## src/rtl/instr_sequencer_pkg.sv

```systemverilog
// Shared ISA definitions for the fetch sequencer and the decoder.
package instr_sequencer_pkg;

    // OPR opcodes
    localparam logic [3:0] OP_JCN = 4'h1;
    localparam logic [3:0] OP_FIM = 4'h2;
    localparam logic [3:0] OP_JIN = 4'h3;
    localparam logic [3:0] OP_JUN = 4'h4;
    localparam logic [3:0] OP_JMS = 4'h5;
    localparam logic [3:0] OP_ISZ = 4'h7;
    localparam logic [3:0] OP_BBL = 4'hC;

    // Machine-cycle phases
    localparam logic [2:0] CYC_M1 = 3'd3;
    localparam logic [2:0] CYC_M2 = 3'd4;
    localparam logic [2:0] CYC_X3 = 3'd7;

    typedef enum logic [0:0] {
        StFetch1,
        StFetch2
    } seq_state_e;

    // True when the first word announces a second ROM word.
    function automatic logic is_two_word(input logic [3:0] opr, input logic [3:0] opa);
        logic two;
        two = 1'b0;
        case (opr)
            OP_JCN, OP_JUN, OP_JMS, OP_ISZ: two = 1'b1;
            OP_FIM:                         two = ~opa[0];  // odd opa is SRC
            OP_JIN:                         two = 1'b0;     // FIN/JIN are single-word
            default:                        two = 1'b0;
        endcase
        return two;
    endfunction

endpackage

```

## src/rtl/instr_sequencer_if.sv

```systemverilog
// Fetch-side bus between rom/pc/decoder and the instruction sequencer.
interface instr_sequencer_if #(
    parameter int unsigned AddrW = 12
) ();
    logic [2:0]       cycle;
    logic [3:0]       rom_data;
    logic [AddrW-1:0] pc_addr;
    logic             cond_taken;
    logic [3:0]       opr;
    logic [3:0]       opa;
    logic [3:0]       opr2;
    logic [3:0]       opa2;
    logic             second_word;
    logic             instr_valid;
    logic             pc_load;
    logic [AddrW-1:0] pc_new;
    logic             stack_ovf;

    modport master (
        output cycle, rom_data, pc_addr, cond_taken,
        input  opr, opa, opr2, opa2, second_word, instr_valid, pc_load, pc_new, stack_ovf
    );

    modport slave (
        input  cycle, rom_data, pc_addr, cond_taken,
        output opr, opa, opr2, opa2, second_word, instr_valid, pc_load, pc_new, stack_ovf
    );
endinterface

```

## src/rtl/instr_sequencer_addr_stack.sv

```systemverilog
// Circular subroutine return-address stack with sticky overflow flag.
module addr_stack #(
    parameter int unsigned Depth = 3,
    parameter int unsigned Width = 12
) (
    input  logic             clk,
    input  logic             rst_n,
    input  logic             push_i,
    input  logic             pop_i,
    input  logic [Width-1:0] push_data_i,
    output logic [Width-1:0] pop_data_o,
    output logic             ovf_o
);
    localparam int unsigned PtrW = (Depth > 1) ? $clog2(Depth) : 1;
    localparam int unsigned CntW = $clog2(Depth + 1);
    localparam logic [PtrW-1:0] PtrMax = PtrW'(Depth - 1);

    logic [Width-1:0] mem_q [Depth];
    logic [PtrW-1:0]  ptr_q, ptr_d, ptr_inc, ptr_dec;
    logic [CntW-1:0]  cnt_q, cnt_d;
    logic             ovf_q, ovf_d;
    logic             full;

    // Wrapping pointer neighbours and pop read (pop reads the slot below ptr).
    always_comb begin
        ptr_inc    = (ptr_q == PtrMax) ? '0 : ptr_q + PtrW'(1);
        ptr_dec    = (ptr_q == '0) ? PtrMax : ptr_q - PtrW'(1);
        full       = (cnt_q == CntW'(Depth));
        pop_data_o = mem_q[ptr_dec];
        ovf_o      = ovf_q;
    end

    // Next pointer/count/overflow; a full push overwrites the oldest entry.
    always_comb begin
        ptr_d = ptr_q;
        cnt_d = cnt_q;
        ovf_d = ovf_q;
        if (push_i) begin
            ptr_d = ptr_inc;
            if (full) begin
                ovf_d = 1'b1;
            end else begin
                cnt_d = cnt_q + CntW'(1);
            end
        end else if (pop_i) begin
            ptr_d = ptr_dec;
            if (cnt_q != '0) begin
                cnt_d = cnt_q - CntW'(1);
            end
        end
    end

    // Stack state and storage.
    always_ff @(posedge clk or negedge rst_n) begin
        if (!rst_n) begin
            ptr_q <= '0;
            cnt_q <= '0;
            ovf_q <= 1'b0;
            for (int unsigned i = 0; i < Depth; i++) begin
                mem_q[i] <= '0;
            end
        end else begin
            ptr_q <= ptr_d;
            cnt_q <= cnt_d;
            ovf_q <= ovf_d;
            if (push_i) begin
                mem_q[ptr_q] <= push_data_i;
            end
        end
    end

endmodule

```

## src/rtl/instr_sequencer.sv

```systemverilog
// Instruction-fetch sequencer: assembles OPR/OPA nibbles, tracks two-word
// instructions and drives pc loads for JUN/JMS/JCN/ISZ/BBL.
module instr_sequencer
    import instr_sequencer_pkg::*;
#(
    parameter int unsigned StackDepth = 3,
    parameter int unsigned AddrW      = 12
) (
    input logic               clk,
    input logic               rst_n,
    instr_sequencer_if.slave  bus
);
    seq_state_e       state_q, state_d;
    logic [3:0]       opr_q, opa_q, opr2_q, opa2_q;
    logic [AddrW-9:0] pg_q;
    logic [AddrW-1:0] ret_q;
    // Set once a first word has been latched; blocks pulses from a partial fetch.
    logic             started_q;

    logic             at_m1, at_m2, at_x3, two_word;
    logic             push, pop;
    logic [AddrW-1:0] stack_top;
    logic             stack_ovf;
    logic             instr_valid, pc_load;
    logic             stack_ovf_unused;
    logic [AddrW-1:0] pc_new;

    assign at_m1    = (bus.cycle == CYC_M1);
    assign at_m2    = (bus.cycle == CYC_M2);
    assign at_x3    = (bus.cycle == CYC_X3);
    assign two_word = is_two_word(opr_q, opa_q);
    assign stack_ovf_unused = 1'b0;

    // State register.
    always_ff @(posedge clk or negedge rst_n) begin
        if (!rst_n) begin
            state_q <= StFetch1;
        end else begin
            state_q <= state_d;
        end
    end

    // Next state: word boundaries fall on the X3 edge.
    always_comb begin
        state_d = state_q;
        if (at_x3) begin
            unique case (state_q)
                StFetch1: if (started_q && two_word) state_d = StFetch2;
                StFetch2: state_d = StFetch1;
                default:  state_d = StFetch1;
            endcase
        end
    end

    // Outputs at X3: completion pulse, pc load target and stack operation.
    always_comb begin
        instr_valid = 1'b0;
        pc_load     = 1'b0;
        pc_new      = '0;
        push        = 1'b0;
        pop         = 1'b0;
        if (at_x3) begin
            unique case (state_q)
                StFetch1: begin
                    if (started_q && !two_word) begin
                        instr_valid = 1'b1;
                        if (opr_q == OP_BBL) begin
                            pop     = 1'b1;
                            pc_load = 1'b1;
                            pc_new  = stack_top;
                        end
                    end
                end
                StFetch2: begin
                    instr_valid = 1'b1;
                    case (opr_q)
                        OP_JUN: begin
                            pc_load = 1'b1;
                            pc_new  = AddrW'({opa_q, opr2_q, opa2_q});
                        end
                        OP_JMS: begin
                            push    = 1'b1;
                            pc_load = 1'b1;
                            pc_new  = AddrW'({opa_q, opr2_q, opa2_q});
                        end
                        OP_JCN, OP_ISZ: begin
                            if (bus.cond_taken) begin
                                pc_load = 1'b1;
                                pc_new  = {pg_q, opr2_q, opa2_q};
                            end
                        end
                        default: ;
                    endcase
                end
                default: ;
            endcase
        end
    end

    // Nibble latches plus page/return address captured at the second word's M1.
    always_ff @(posedge clk or negedge rst_n) begin
        if (!rst_n) begin
            opr_q     <= '0;
            opa_q     <= '0;
            opr2_q    <= '0;
            opa2_q    <= '0;
            pg_q      <= '0;
            ret_q     <= '0;
            started_q <= 1'b0;
        end else begin
            if (at_m1) begin
                if (state_q == StFetch1) begin
                    opr_q     <= bus.rom_data;
                    opr2_q    <= '0;
                    opa2_q    <= '0;
                    started_q <= 1'b1;
                end else begin
                    opr2_q <= bus.rom_data;
                    pg_q   <= bus.pc_addr[AddrW-1:8];
                    ret_q  <= bus.pc_addr + AddrW'(1);
                end
            end
            if (at_m2) begin
                if (state_q == StFetch1) begin
                    opa_q <= bus.rom_data;
                end else begin
                    opa2_q <= bus.rom_data;
                end
            end
        end
    end

    addr_stack #(
        .Depth (StackDepth),
        .Width (AddrW)
    ) u_addr_stack (
        .clk         (clk),
        .rst_n       (rst_n),
        .push_i      (push),
        .pop_i       (pop),
        .push_data_i (ret_q),
        .pop_data_o  (stack_top),
        .ovf_o       (stack_ovf)
    );

    assign bus.opr         = opr_q;
    assign bus.opa         = opa_q;
    assign bus.opr2        = opr2_q;
    assign bus.opa2        = opa2_q;
    assign bus.second_word = (state_q == StFetch2);
    assign bus.instr_valid = instr_valid;
    assign bus.pc_load     = pc_load;
    assign bus.pc_new      = pc_new;
    assign bus.stack_ovf   = stack_ovf | stack_ovf_unused;

endmodule

```

## src/flat_wrapper.sv

```systemverilog
// flat-port wrapper written by rule: the top's interface ports become plain ports
module instr_sequencer_flat import instr_sequencer_pkg::*;
#(
    parameter int unsigned StackDepth = 3,
    parameter int unsigned AddrW      = 12
)
  (clk, rst_n, bus_cycle, bus_rom_data, bus_pc_addr, bus_cond_taken, bus_opr, bus_opa, bus_opr2, bus_opa2, bus_second_word, bus_instr_valid, bus_pc_load, bus_pc_new, bus_stack_ovf);
  instr_sequencer_if #(.AddrW(AddrW)) bus_i ();
  input logic clk;
  input logic rst_n;
  input wire logic [$bits(bus_i.cycle)-1:0] bus_cycle;
  input wire logic [$bits(bus_i.rom_data)-1:0] bus_rom_data;
  input wire logic [$bits(bus_i.pc_addr)-1:0] bus_pc_addr;
  input wire logic [$bits(bus_i.cond_taken)-1:0] bus_cond_taken;
  output wire logic [$bits(bus_i.opr)-1:0] bus_opr;
  output wire logic [$bits(bus_i.opa)-1:0] bus_opa;
  output wire logic [$bits(bus_i.opr2)-1:0] bus_opr2;
  output wire logic [$bits(bus_i.opa2)-1:0] bus_opa2;
  output wire logic [$bits(bus_i.second_word)-1:0] bus_second_word;
  output wire logic [$bits(bus_i.instr_valid)-1:0] bus_instr_valid;
  output wire logic [$bits(bus_i.pc_load)-1:0] bus_pc_load;
  output wire logic [$bits(bus_i.pc_new)-1:0] bus_pc_new;
  output wire logic [$bits(bus_i.stack_ovf)-1:0] bus_stack_ovf;
  assign bus_i.cycle = bus_cycle;
  assign bus_i.rom_data = bus_rom_data;
  assign bus_i.pc_addr = bus_pc_addr;
  assign bus_i.cond_taken = bus_cond_taken;
  assign bus_opr = bus_i.opr;
  assign bus_opa = bus_i.opa;
  assign bus_opr2 = bus_i.opr2;
  assign bus_opa2 = bus_i.opa2;
  assign bus_second_word = bus_i.second_word;
  assign bus_instr_valid = bus_i.instr_valid;
  assign bus_pc_load = bus_i.pc_load;
  assign bus_pc_new = bus_i.pc_new;
  assign bus_stack_ovf = bus_i.stack_ovf;
  instr_sequencer #(.StackDepth(StackDepth), .AddrW(AddrW)) u_core (.clk(clk), .rst_n(rst_n), .bus(bus_i));
endmodule
```

## config.mk

```make
export PLATFORM = sky130hd
export DESIGN_NAME = instr_sequencer_flat
export DESIGN_NICKNAME = d
export VERILOG_FILES = /design/src/rtl/instr_sequencer_pkg.sv /design/src/rtl/instr_sequencer_if.sv /design/src/rtl/instr_sequencer_addr_stack.sv /design/src/rtl/instr_sequencer.sv /design/src/flat_wrapper.sv
export SDC_FILE = /design/constraint.sdc
export NUM_CORES = 1
export LEC_CHECK = 0
export ABC_AREA = 1
export CORE_MARGIN = 5
export CORE_UTILIZATION = 55
export CTS_BUF_LIST = sky130_fd_sc_hd__clkbuf_16
export DETAILED_ROUTE_END_ITERATION = 6
export DONT_BUFFER_PORTS = 1
export PLACE_DENSITY_LB_ADDON = 0.12
export SETUP_SLACK_MARGIN = 0.3
export SLEW_MARGIN = 40
export SYNTH_ARGS = -nofsm -noshare
export SYNTH_HDL_FRONTEND = slang
export SYNTH_HIERARCHICAL = 1
export SYNTH_SLANG_ARGS = --single-unit
```

## constraint.sdc

```tcl
create_clock -name clk -period 5.5 [get_ports clk]
set_input_delay 1.65 -clock clk [delete_from_list [all_inputs] [get_ports clk]]
set_output_delay 1.65 -clock clk [all_outputs]
set_load 0.05 [all_outputs]
```

==> impl_metrics.tcl, run 1 <==
# place-and-route summary
set metrics [dict create \
    numPortBuffers 0 \
    crit_family "simple AND/OR/NAND/NOR gates" \
    ys_area_sq_mm 0.00389 \
    clock_area_share_pct 6.56 \
    path_cells "nand3_1 > nor2_1 > inv_1 > a21oi_1 > nand2_1 > nand2_1" \
    grt_max_degree 76 \
    non_clock_buffer_area_share_pct 0.890 \
    synth_top_cell_by_count "nand2_1" \
    gr-total-overflow 0 \
    edf_count 0 \
    synth-compound-area-share_pct 10.9 \
    crit_path_frequent_cell "nand2_1" \
    cts_max_path_buffers 2 \
    utilization_pct 61.7 \
    htreeDepth 3 \
    biggestCellCategory "registers" \
    p_clk_share_pct 28.4 \
    inv_count 65 \
    wl_mm 8.88 \
    rows 30 \
    outcome "completed" \
    slew_viol_final 0 \
    path_max_fanout 4 \
    ys_cells 511 \
    dieArea_sq_mm 0.00886 \
    busiest_layer "met2" \
    finalPower_mw 1.93 \
    gr-usage-met1_pct 28.0 \
    tapcell.inserted 96 \
    clock_skew_ns 0.00806 \
    antenna_found_initial 0 \
    hold_violations 0 \
    seq_share_pct 44.5 \
]
## run 1: metal layers
layer	vias up	routed length (um)
met2	99	4160
met4	0	274
li1	1606	-
met1	1471	3870
met5	-	0
met3	21	577
## run 1: state kept, by name, indices dropped and copies added, names as in the netlist
register,count
u_core/ret_q,12
u_core/bus.opr,4
u_core/bus.second_word,1
u_core/bus.opa,4
u_core/pg_q,4
u_core/bus.opa2,4
u_core/u_addr_stack/ptr_q,2
u_core/u_addr_stack/mem_q,36
u_core/started_q,1
u_core/u_addr_stack/cnt_q,2
u_core/bus.opr2,4
u_core/u_addr_stack/ovf_o,1
## run 1: metrics by stage
step / cells / setup slack, ns
finish: 610 / 1.11
global route: 610 / 1.01
CTS: 610 / 1.13
detailed placement: 595 / 1.14
global placement: 593 / 1.19
floorplan: 511 / 1.27
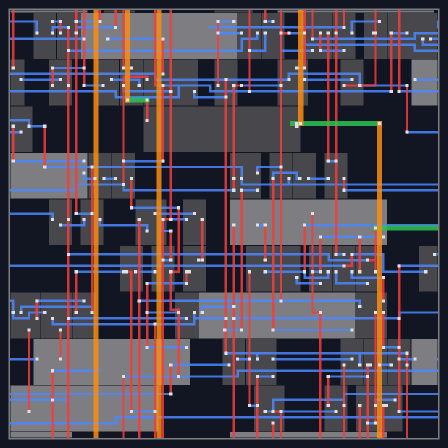
**Above:** run 1 (zoomed window).
Region (35, 35) to (60, 60) um. Cells in gray, sequential cells in the stronger gray; small squares are vias.
| color | layer |
|---|---|
| orange | metal 4 |
| red | metal 2 |
| green | metal 3 |
| blue | metal 1 |
most frequent: nand2_1 (26), inv_1 (10)
netlist names of flops here include: u_core/u_addr_stack/mem_q (5)
sequential cells in the window: 5
cells with their middle in the window: 54

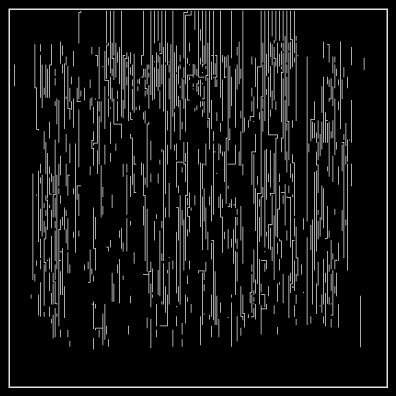
**Above:** run 1 (signal wires on met2).
Scale: 4 px per um.
nets with wire on the layer: 390
longest straight run: 41.1 um
main direction: vertical
share of all routed wire: 47%

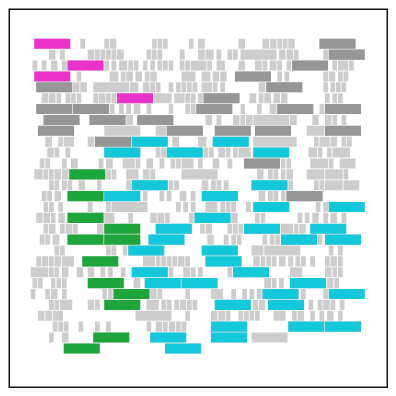
**Above:** run 1 (sequential cells grouped by signal name).
Scale: 4 px per um. Other sequential cells in the stronger gray, the rest of the logic in the fainter gray.
| color | name in the netlist | flops |
|---|---|---|
| green | u_core/ret_q | 12 |
| magenta | u_core/bus.opr | 4 |
| cyan | u_core/u_addr_stack/mem_q | 36 |

==> run 2: changes to the inputs <==
==> constraint.sdc (replaced) <==
create_clock -name clk -period 3.9 [get_ports clk]
set_input_delay 1.17 -clock clk [delete_from_list [all_inputs] [get_ports clk]]
set_output_delay 1.17 -clock clk [all_outputs]
set_load 0.05 [all_outputs]
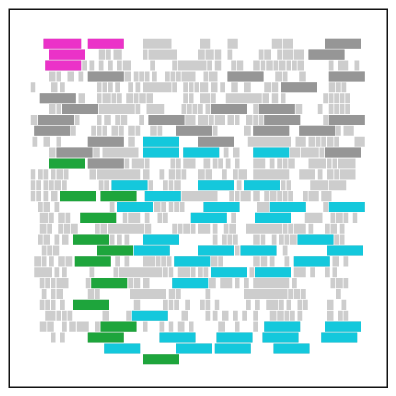
**Above:** run 2 (sequential cells grouped by signal name).
Scale: 4 px per um. Other sequential cells in the stronger gray, the rest of the logic in the fainter gray.
| color | name in the netlist | flops |
|---|---|---|
| magenta | u_core/bus.opr | 4 |
| cyan | u_core/u_addr_stack/mem_q | 36 |
| green | u_core/ret_q | 12 |
not colored: 23

==> impl_metrics.tcl, run 2 <==
# place-and-route summary
set metrics [dict create \
    antenna_found_initial 0 \
    top_register "u_core/u_addr_stack/mem_q" \
    worstSetupStartpoint "u_core/bus.opr[1]$_DFFE_PN0P_" \
    dieArea_sq_mm 0.00886 \
    edf_count 0 \
    clock_skew_ns 0.00864 \
    outcome "completed" \
    largest_reg_flops 36 \
    synth-compound-area-share_pct 10.9 \
    layout.cells.non_filler 624 \
    grt_max_degree 76 \
    gr-total-overflow 0 \
    crit_family "simple AND/OR/NAND/NOR gates" \
    lay_top_count "nand2_1" \
    path_max_fanout 9 \
    place_ws_ns 0.578 \
    numPortBuffers 0 \
    utilization_pct 65.1 \
    hold_depth 2 \
    ys_cells 511 \
    synth_top_cell_by_count "nand2_1" \
    rrSetupSlack_ns 1.54 \
    fin_ws_ns 0.429 \
    slew_viol_final 0 \
    path_cells "inv_1 > nand2_1 > nor2_2 > inv_1 > nand2_1 > nand2_1 > nand2_1" \
    place_inst 609 \
    htreeDepth 3 \
    wl_mm 9.31 \
    finalPower_mw 2.96 \
    ys_area_sq_mm 0.00389 \
    p_clk_share_pct 33.2 \
    crit_path_frequent_cell "nand2_1" \
]
-- run 2: cell types whose count changed in the layout (fill, tap and decap cells not counted), sizes merged --
cell / change
buf: +14
bufinv: +3
inv: -3
-- run 2: tightest hold or removal path, cell delays in order, from the launching register on --
cell and delay (ns):
dfrtp_1 0.34, nand2_1 0.06, o21ai_2 0.05
-- run 2: final cells by class --
type	instances	share of cell area (%)
timing repair buffer	19	4.34
sequential	75	42.3
multi-input combinational	354	37.2
inverter	65	5.49
tap	96	2.70
clock buffer	9	5.07
clock inverter	6	2.90
-- run 2: layer usage --
layer	vias to the layer above	track usage, %	wire [um]	part of all wire [%]
met5	-	0	0	0
met4	0	9.51	233	2.5
met3	20	4.25	516	5.5
met2	103	33.9	4380	47
met1	1558	31.3	4180	45
li1	1629	-	-	-
